==> config.mk <==
export PLATFORM = sky130hd
export DESIGN_NAME = multicycle_control
export DESIGN_NICKNAME = d
export VERILOG_FILES = /design/src/rtl/multicycle_control.sv
export SDC_FILE = /design/constraint.sdc
export NUM_CORES = 1
export LEC_CHECK = 0
export CORE_AREA = 2 2 56 58
export CTS_CLUSTER_SIZE = 16
export DETAILED_ROUTE_END_ITERATION = 12
export DIE_AREA = 0 0 58 60
export PLACE_DENSITY = 0.71
export RECOVER_POWER = 50
export SLEW_MARGIN = 20
export SYNTH_ARGS = -nofsm -noshare
export SYNTH_HDL_FRONTEND = slang
export SYNTH_SLANG_ARGS = --single-unit
==> constraint.sdc <==
create_clock -name clk -period 4 [get_ports clk]
set_input_delay 0.8 -clock clk [delete_from_list [all_inputs] [get_ports clk]]
set_output_delay 0.8 -clock clk [all_outputs]
set_load 0.005 [all_outputs]
==> src/rtl/multicycle_control.sv <==
// multicycle_control: Moore FSM sequencing the multicycle MIPS datapath.
// Optional build macro ILLEGAL_TRAP_EN: unknown opcodes trap instead of NOP.
module multicycle_control #(
  parameter int MEM_TIMEOUT = 15,
  parameter int CNT_W       = 4
) (
  input  logic       clk,
  input  logic       reset,
  input  logic [5:0] op_code,
  input  logic       memReady,
  output logic       pcWrite,
  output logic       pcWriteCond,
  output logic [1:0] branchType,
  output logic [1:0] pcSource,
  output logic       iorD,
  output logic       memRead,
  output logic       memWrite,
  output logic       irWrite,
  output logic       regDst,
  output logic       memToReg,
  output logic       regWrite,
  output logic       aluSrcA,
  output logic [1:0] aluSrcB,
  output logic [2:0] aluOp,
  output logic       instrDone,
  output logic       memError,
`ifdef ILLEGAL_TRAP_EN
  output logic       trap,
`endif
  output logic [3:0] state
);

  localparam logic [3:0] S_FETCH     = 4'd0;
  localparam logic [3:0] S_DECODE    = 4'd1;
  localparam logic [3:0] S_MEM_ADDR  = 4'd2;
  localparam logic [3:0] S_MEM_READ  = 4'd3;
  localparam logic [3:0] S_MEM_WB    = 4'd4;
  localparam logic [3:0] S_MEM_WRITE = 4'd5;
  localparam logic [3:0] S_R_EXEC    = 4'd6;
  localparam logic [3:0] S_R_WB      = 4'd7;
  localparam logic [3:0] S_I_EXEC    = 4'd8;
  localparam logic [3:0] S_I_WB      = 4'd9;
  localparam logic [3:0] S_BRANCH    = 4'd10;
  localparam logic [3:0] S_ERROR     = 4'd11;
`ifdef ILLEGAL_TRAP_EN
  localparam logic [3:0] S_TRAP      = 4'd12;
`endif

  localparam logic [5:0] OP_RTYPE = 6'b000000;
  localparam logic [5:0] OP_LW    = 6'b100011;
  localparam logic [5:0] OP_SW    = 6'b101011;
  localparam logic [5:0] OP_BEQ   = 6'b000100;
  localparam logic [5:0] OP_BNE   = 6'b000101;
  localparam logic [5:0] OP_BGTZ  = 6'b000111;
  localparam logic [5:0] OP_ADDI  = 6'b001000;
  localparam logic [5:0] OP_SUBI  = 6'b001001;
  localparam logic [5:0] OP_ANDI  = 6'b001100;
  localparam logic [5:0] OP_ORI   = 6'b001101;
  localparam logic [5:0] OP_SLTI  = 6'b001010;

  localparam logic [CNT_W-1:0] TMO = CNT_W'(MEM_TIMEOUT);
  localparam logic             TMO_EN = (MEM_TIMEOUT != 0);

  logic [3:0]       r_state;
  logic [3:0]       w_next;
  logic [5:0]       r_opReg;
  logic [CNT_W-1:0] r_waitCnt;
  logic             r_memError;
  logic             w_tmo;

  assign w_tmo    = TMO_EN && !memReady && (r_waitCnt == TMO);
  assign state    = r_state;
  assign memError = r_memError;
`ifdef ILLEGAL_TRAP_EN
  assign trap     = (r_state == S_TRAP);
`endif

  // Next-state selection; memReady always beats the timeout.
  always_comb begin
    w_next = r_state;
    case (r_state)
      S_FETCH: begin
        if (memReady)   w_next = S_DECODE;
        else if (w_tmo) w_next = S_ERROR;
      end
      S_DECODE: begin
        case (op_code)
          OP_LW, OP_SW:               w_next = S_MEM_ADDR;
          OP_RTYPE:                   w_next = S_R_EXEC;
          OP_BEQ, OP_BNE, OP_BGTZ:    w_next = S_BRANCH;
          OP_ADDI, OP_SUBI, OP_ANDI,
          OP_ORI, OP_SLTI:            w_next = S_I_EXEC;
`ifdef ILLEGAL_TRAP_EN
          default:                    w_next = S_TRAP;
`else
          default:                    w_next = S_FETCH;
`endif
        endcase
      end
      S_MEM_ADDR:
        w_next = (r_opReg == OP_SW) ? S_MEM_WRITE : S_MEM_READ;
      S_MEM_READ: begin
        if (memReady)   w_next = S_MEM_WB;
        else if (w_tmo) w_next = S_ERROR;
      end
      S_MEM_WB:  w_next = S_FETCH;
      S_MEM_WRITE: begin
        if (memReady)   w_next = S_FETCH;
        else if (w_tmo) w_next = S_ERROR;
      end
      S_R_EXEC:  w_next = S_R_WB;
      S_R_WB:    w_next = S_FETCH;
      S_I_EXEC:  w_next = S_I_WB;
      S_I_WB:    w_next = S_FETCH;
      S_BRANCH:  w_next = S_FETCH;
      S_ERROR:   w_next = S_ERROR;
`ifdef ILLEGAL_TRAP_EN
      S_TRAP:    w_next = S_TRAP;
`endif
      default:   w_next = S_FETCH;
    endcase
  end

  // State, latched opcode, wait counter and sticky error flag.
  always_ff @(posedge clk or posedge reset) begin
    if (reset) begin
      r_state    <= S_FETCH;
      r_opReg    <= '0;
      r_waitCnt  <= '0;
      r_memError <= 1'b0;
    end else begin
      r_state <= w_next;
      if (r_state == S_DECODE)
        r_opReg <= op_code;
      if (w_next != r_state)
        r_waitCnt <= '0;
      else if (!memReady && r_waitCnt != TMO)
        r_waitCnt <= r_waitCnt + 1'b1;
      if (w_next == S_ERROR)
        r_memError <= 1'b1;
    end
  end

  // Datapath controls decoded from the registered state.
  always_comb begin
    pcWrite     = 1'b0;
    pcWriteCond = 1'b0;
    branchType  = 2'b00;
    pcSource    = 2'b00;
    iorD        = 1'b0;
    memRead     = 1'b0;
    memWrite    = 1'b0;
    irWrite     = 1'b0;
    regDst      = 1'b0;
    memToReg    = 1'b0;
    regWrite    = 1'b0;
    aluSrcA     = 1'b0;
    aluSrcB     = 2'b00;
    aluOp       = 3'b000;
    instrDone   = 1'b0;
    case (r_state)
      S_FETCH: begin
        memRead = 1'b1;
        aluSrcB = 2'b01;
        irWrite = memReady;
        pcWrite = memReady;
      end
      S_DECODE: aluSrcB = 2'b11;
      S_MEM_ADDR: begin
        aluSrcA = 1'b1;
        aluSrcB = 2'b10;
      end
      S_MEM_READ: begin
        memRead = 1'b1;
        iorD    = 1'b1;
      end
      S_MEM_WB: begin
        regWrite  = 1'b1;
        memToReg  = 1'b1;
        instrDone = 1'b1;
      end
      S_MEM_WRITE: begin
        memWrite  = 1'b1;
        iorD      = 1'b1;
        instrDone = memReady;
      end
      S_R_EXEC: begin
        aluSrcA = 1'b1;
        aluOp   = 3'b010;
      end
      S_R_WB: begin
        regWrite  = 1'b1;
        regDst    = 1'b1;
        instrDone = 1'b1;
      end
      S_I_EXEC: begin
        aluSrcA = 1'b1;
        aluSrcB = 2'b10;
        case (r_opReg)
          OP_SUBI: aluOp = 3'b001;
          OP_ANDI: aluOp = 3'b101;
          OP_ORI:  aluOp = 3'b011;
          OP_SLTI: aluOp = 3'b100;
          default: aluOp = 3'b000;
        endcase
      end
      S_I_WB: begin
        regWrite  = 1'b1;
        instrDone = 1'b1;
      end
      S_BRANCH: begin
        aluSrcA     = 1'b1;
        aluOp       = 3'b001;
        pcWriteCond = 1'b1;
        pcSource    = 2'b01;
        instrDone   = 1'b1;
        case (r_opReg)
          OP_BNE:  branchType = 2'b01;
          OP_BGTZ: branchType = 2'b10;
          default: branchType = 2'b00;
        endcase
      end
      default: ;
    endcase
  end

endmodule

gate_families.png
(8 px per um)
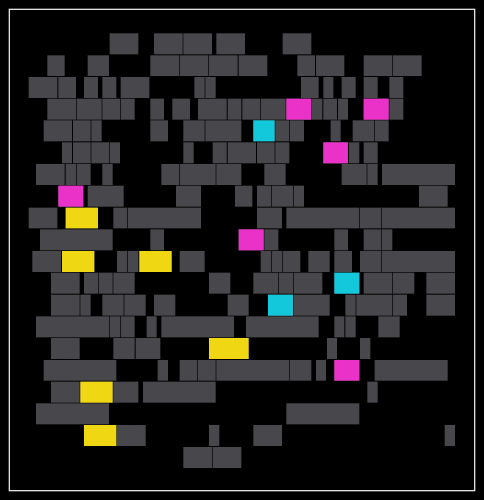
legend:
  AND-OR and OR-AND gates:
    colour: cyan
    cells: 3
  XOR/XNOR gates:
    colour: magenta
    cells: 6
    most_used: xnor2_1
  multiplexers:
    colour: yellow
    cells: 6
    most_used: mux2_1

zoom.png
Window x 14 to 44, y 27 to 57 um. Cells in grey, sequential cells in the stronger grey; small squares are vias.
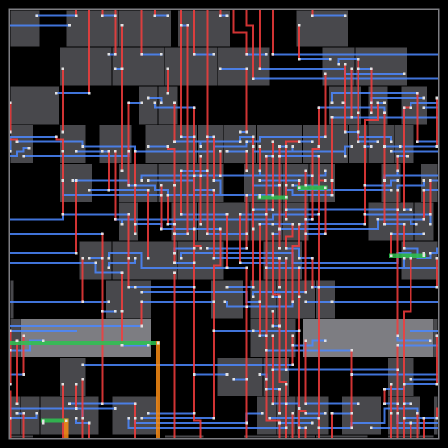
legend:
  met4:
    colour: orange
  met3:
    colour: green
  met2:
    colour: red
  met1:
    colour: blue
most frequent: clkdlybuf4s50_1 (13), nand2_1 (5), o21ai_0 (5)
netlist names of flops here include: r_opReg (1), state (1)
sequential cells in the window: 2
cells with their middle in the window: 68

==> reports/qor.txt <==
Status = finished, violations left
Violated checks = max-capacitance violations, max-slew violations
# placed instances = 205
DP Wirelength = 2269 um
CP bufs+invs = 3
Max stage delay on crit path = 0.56 ns
Cell count along the critical path = 6
Routed vias/inst = 5.823
Largest net degree at the start of global routing = 28
Core Util, Final = 54.01%
WHS = 0.4854 ns
Post-synth top area share = 29.70%
Tot Pwr = 0.9929 mW
Post-synthesis async set-or-reset flop share = 100.0%
Pre-Repair DR Iteration Count = 4
Final Instance Area = 0.001568 mm2
Port Buffers = 32
Vias in the first global route = 1066
Syn Area/Cell = 8.425 um2
H-tree levels = 1
Worst setup margin = 0.5461 ns
Core area = 0.002903 mm2
GPL Wtd Cong = 0.8734
Global-route wire length before repair = 4974 um
Slowest cell on the critical path = dlygate4sd3_1
Worst r2r dst = r_waitCnt[3]
Initial antenna violation count = 0
DIE AREA = 0.003480 mm2
Max Root-Sink Buffers = 2
Die Span Y = 60 um
Vias post-DR = 1217
DRT antenna net count = 0
Post-CTS sizing = 0
Delay-heaviest family, CP = buffers and inverters
Synth Seq Share = 29.70%
ANT cells = 0
Slew Viols, Final = 11
Flops after synth = 15
Area leader, netlist = dfrtp_1
Syn Nets = 160
Placed cell area = 0.001575 mm2
Commonest cells post-synth = dfrtp_1 (15), nand2_1 (12), nor2_1 (12), o21ai_0 (11), nor3_1 (8)
Worst Setup SP = memReady
Initial DRC Count = 43
Fin crit share = 86.35%
Final min period = 3.454 ns
Area Overhead vs Synth = 24.06%
Pwr Density = 633.4 mW/mm2
Synth Warn # = 0
Leak = 0.6048 nW
Yosys cell count = 150
CTS tree = done
Crit-path cells = dlygate4sd3_1, clkbuf_1, o21ai_0, o21a_1, o22ai_1, clkdlybuf4s50_1
CP Launch Type = primary input
Skew-Pair Late Insertion Delay = 0.29 ns
DP Worst Slack = 0.7688 ns
Worst setup path end = instrDone
Critical-path maximum fanout = 10
Nets = 187
RSZ-0062 raised after global routing = no
Grt ovf = 0
Rel. slew slack = -6.282%
Post-synthesis cell type count = 49
Boundary Pins = 34
Ratio of cells with drive above 1 in the final layout = 10.23%
Synth top cell by count = dfrtp_1
Mapped cell area = 0.001264 mm2
Final setup viols = 0
Post-Layout Cell Count = 209
Max-cap violation count = 1
Postcts setup bufs = 0
Final Skew = 0.008515 ns
Placement Rows = 20
CP Capture Type = output pin
Slew @ Worst Pin = 1.572 ns
CTS buffer count = 3
Hold depth = 1
Setup TNS = 0 ns
Final wirelength = 3033 um
Final hold viol count = 0
Max VDD drop = 0.3646 mV
Chip Area, Yosys = 0.001264 mm2
Hold Buf Count CTS = 0
Worst Hold Class = reg -> reg
FP Util = 43.53%
Worst min-delay path startpoint = memError
Kind of critical path = in -> out
CTS clk-pin slew, worst paths = 0.10 ns
Worst Reg-to-Reg Cells = 5
Worst path required time = 3.20 ns
Root buffer cell = clkbuf_4
Top area cell types = dfrtp_1 (30%), mux2_2 (4.5%), o21ai_0 (4.4%)
Data arrival time of the critical path = 2.65 ns
Tool warnings = 26
FMAX = 0.2895 GHz
Residual DRC = 0
Commonest flop = dfrtp_1
Reg2Reg Setup Slack = 0.76 ns
Die width = 58 um
Number of enable flip-flop cells = 0
Mapped Cells = 150
Worst Hold End = memError
final_congestion.png
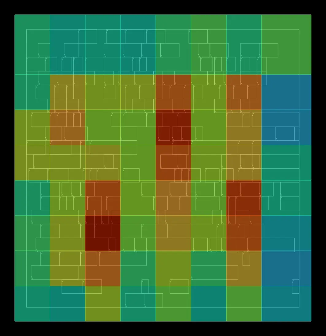
average routed wire per standard cell: 14.51 um
M2 GR Usage: 31.33%
M3 GR Usage: 4.545%
met1 track utilization from global routing: 23.34%
Total GRT Usage: 18.40%

where the power goes:
group	internal, mW	leakage, nW	switching (mW)
combinational	0.321	0.397	0.265
sequential	0.209	0.193	0.109
clock	0.0387	0.0150	0.0502
area by class of cell:
type | instances | area (um2)
Sequential cell | 15 | 375.4
Inverter | 6 | 22.52
Tap cell | 33 | 41.29
Timing Repair Buffer | 36 | 346.6
Multi-Input combinational cell | 115 | 755.7
Fill cell | 276 | 1335
Clock buffer | 4 | 26.28
metal layers:
layer,GRT usage [%],vias to the layer above,routed length [um],share of wire [%]
met5,0,-,0,0
met4,4.651,0,23,0.76
met3,4.545,4,120,4.0
met2,31.33,30,1510,50
met1,23.34,583,1378,45
li1,-,600,-,-
registers in the layout (all words and copies together) (netlist names):
name and flops:
r_opReg 6, r_waitCnt 4, state 4, memError 1
cell families after synthesis:
group | Yosys count | share of synthesized area (%)
buffers and inverters | 20 | 8.118
other | 1 | 0.2967
flip-flops | 15 | 29.70
adder cells (fa/ha/maj) | 2 | 1.782
AND/OR/NAND/NOR | 64 | 30.99
XOR/XNOR | 6 | 4.158
multiplexers | 6 | 5.544
AND-OR/OR-AND | 36 | 19.41
cell usage in the layout (no fill, tap or decap), drive strengths merged, types with 3 or more instances in the layout:
cell type / count
a21oi: 5
nor2: 13
dlygate4sd3: 3
nand2b: 3
or2: 3
nor3: 8
inv: 6
o21ai: 11
nor4: 3
nand3: 3
clkbuf: 5
xnor2: 4
buf: 3
clkdlybuf4s50: 29
mux2: 5
dfrtp: 15
o31ai: 4
nor3b: 4
nand2: 12
No activity file was given, so power comes from the tool's default toggle rates.
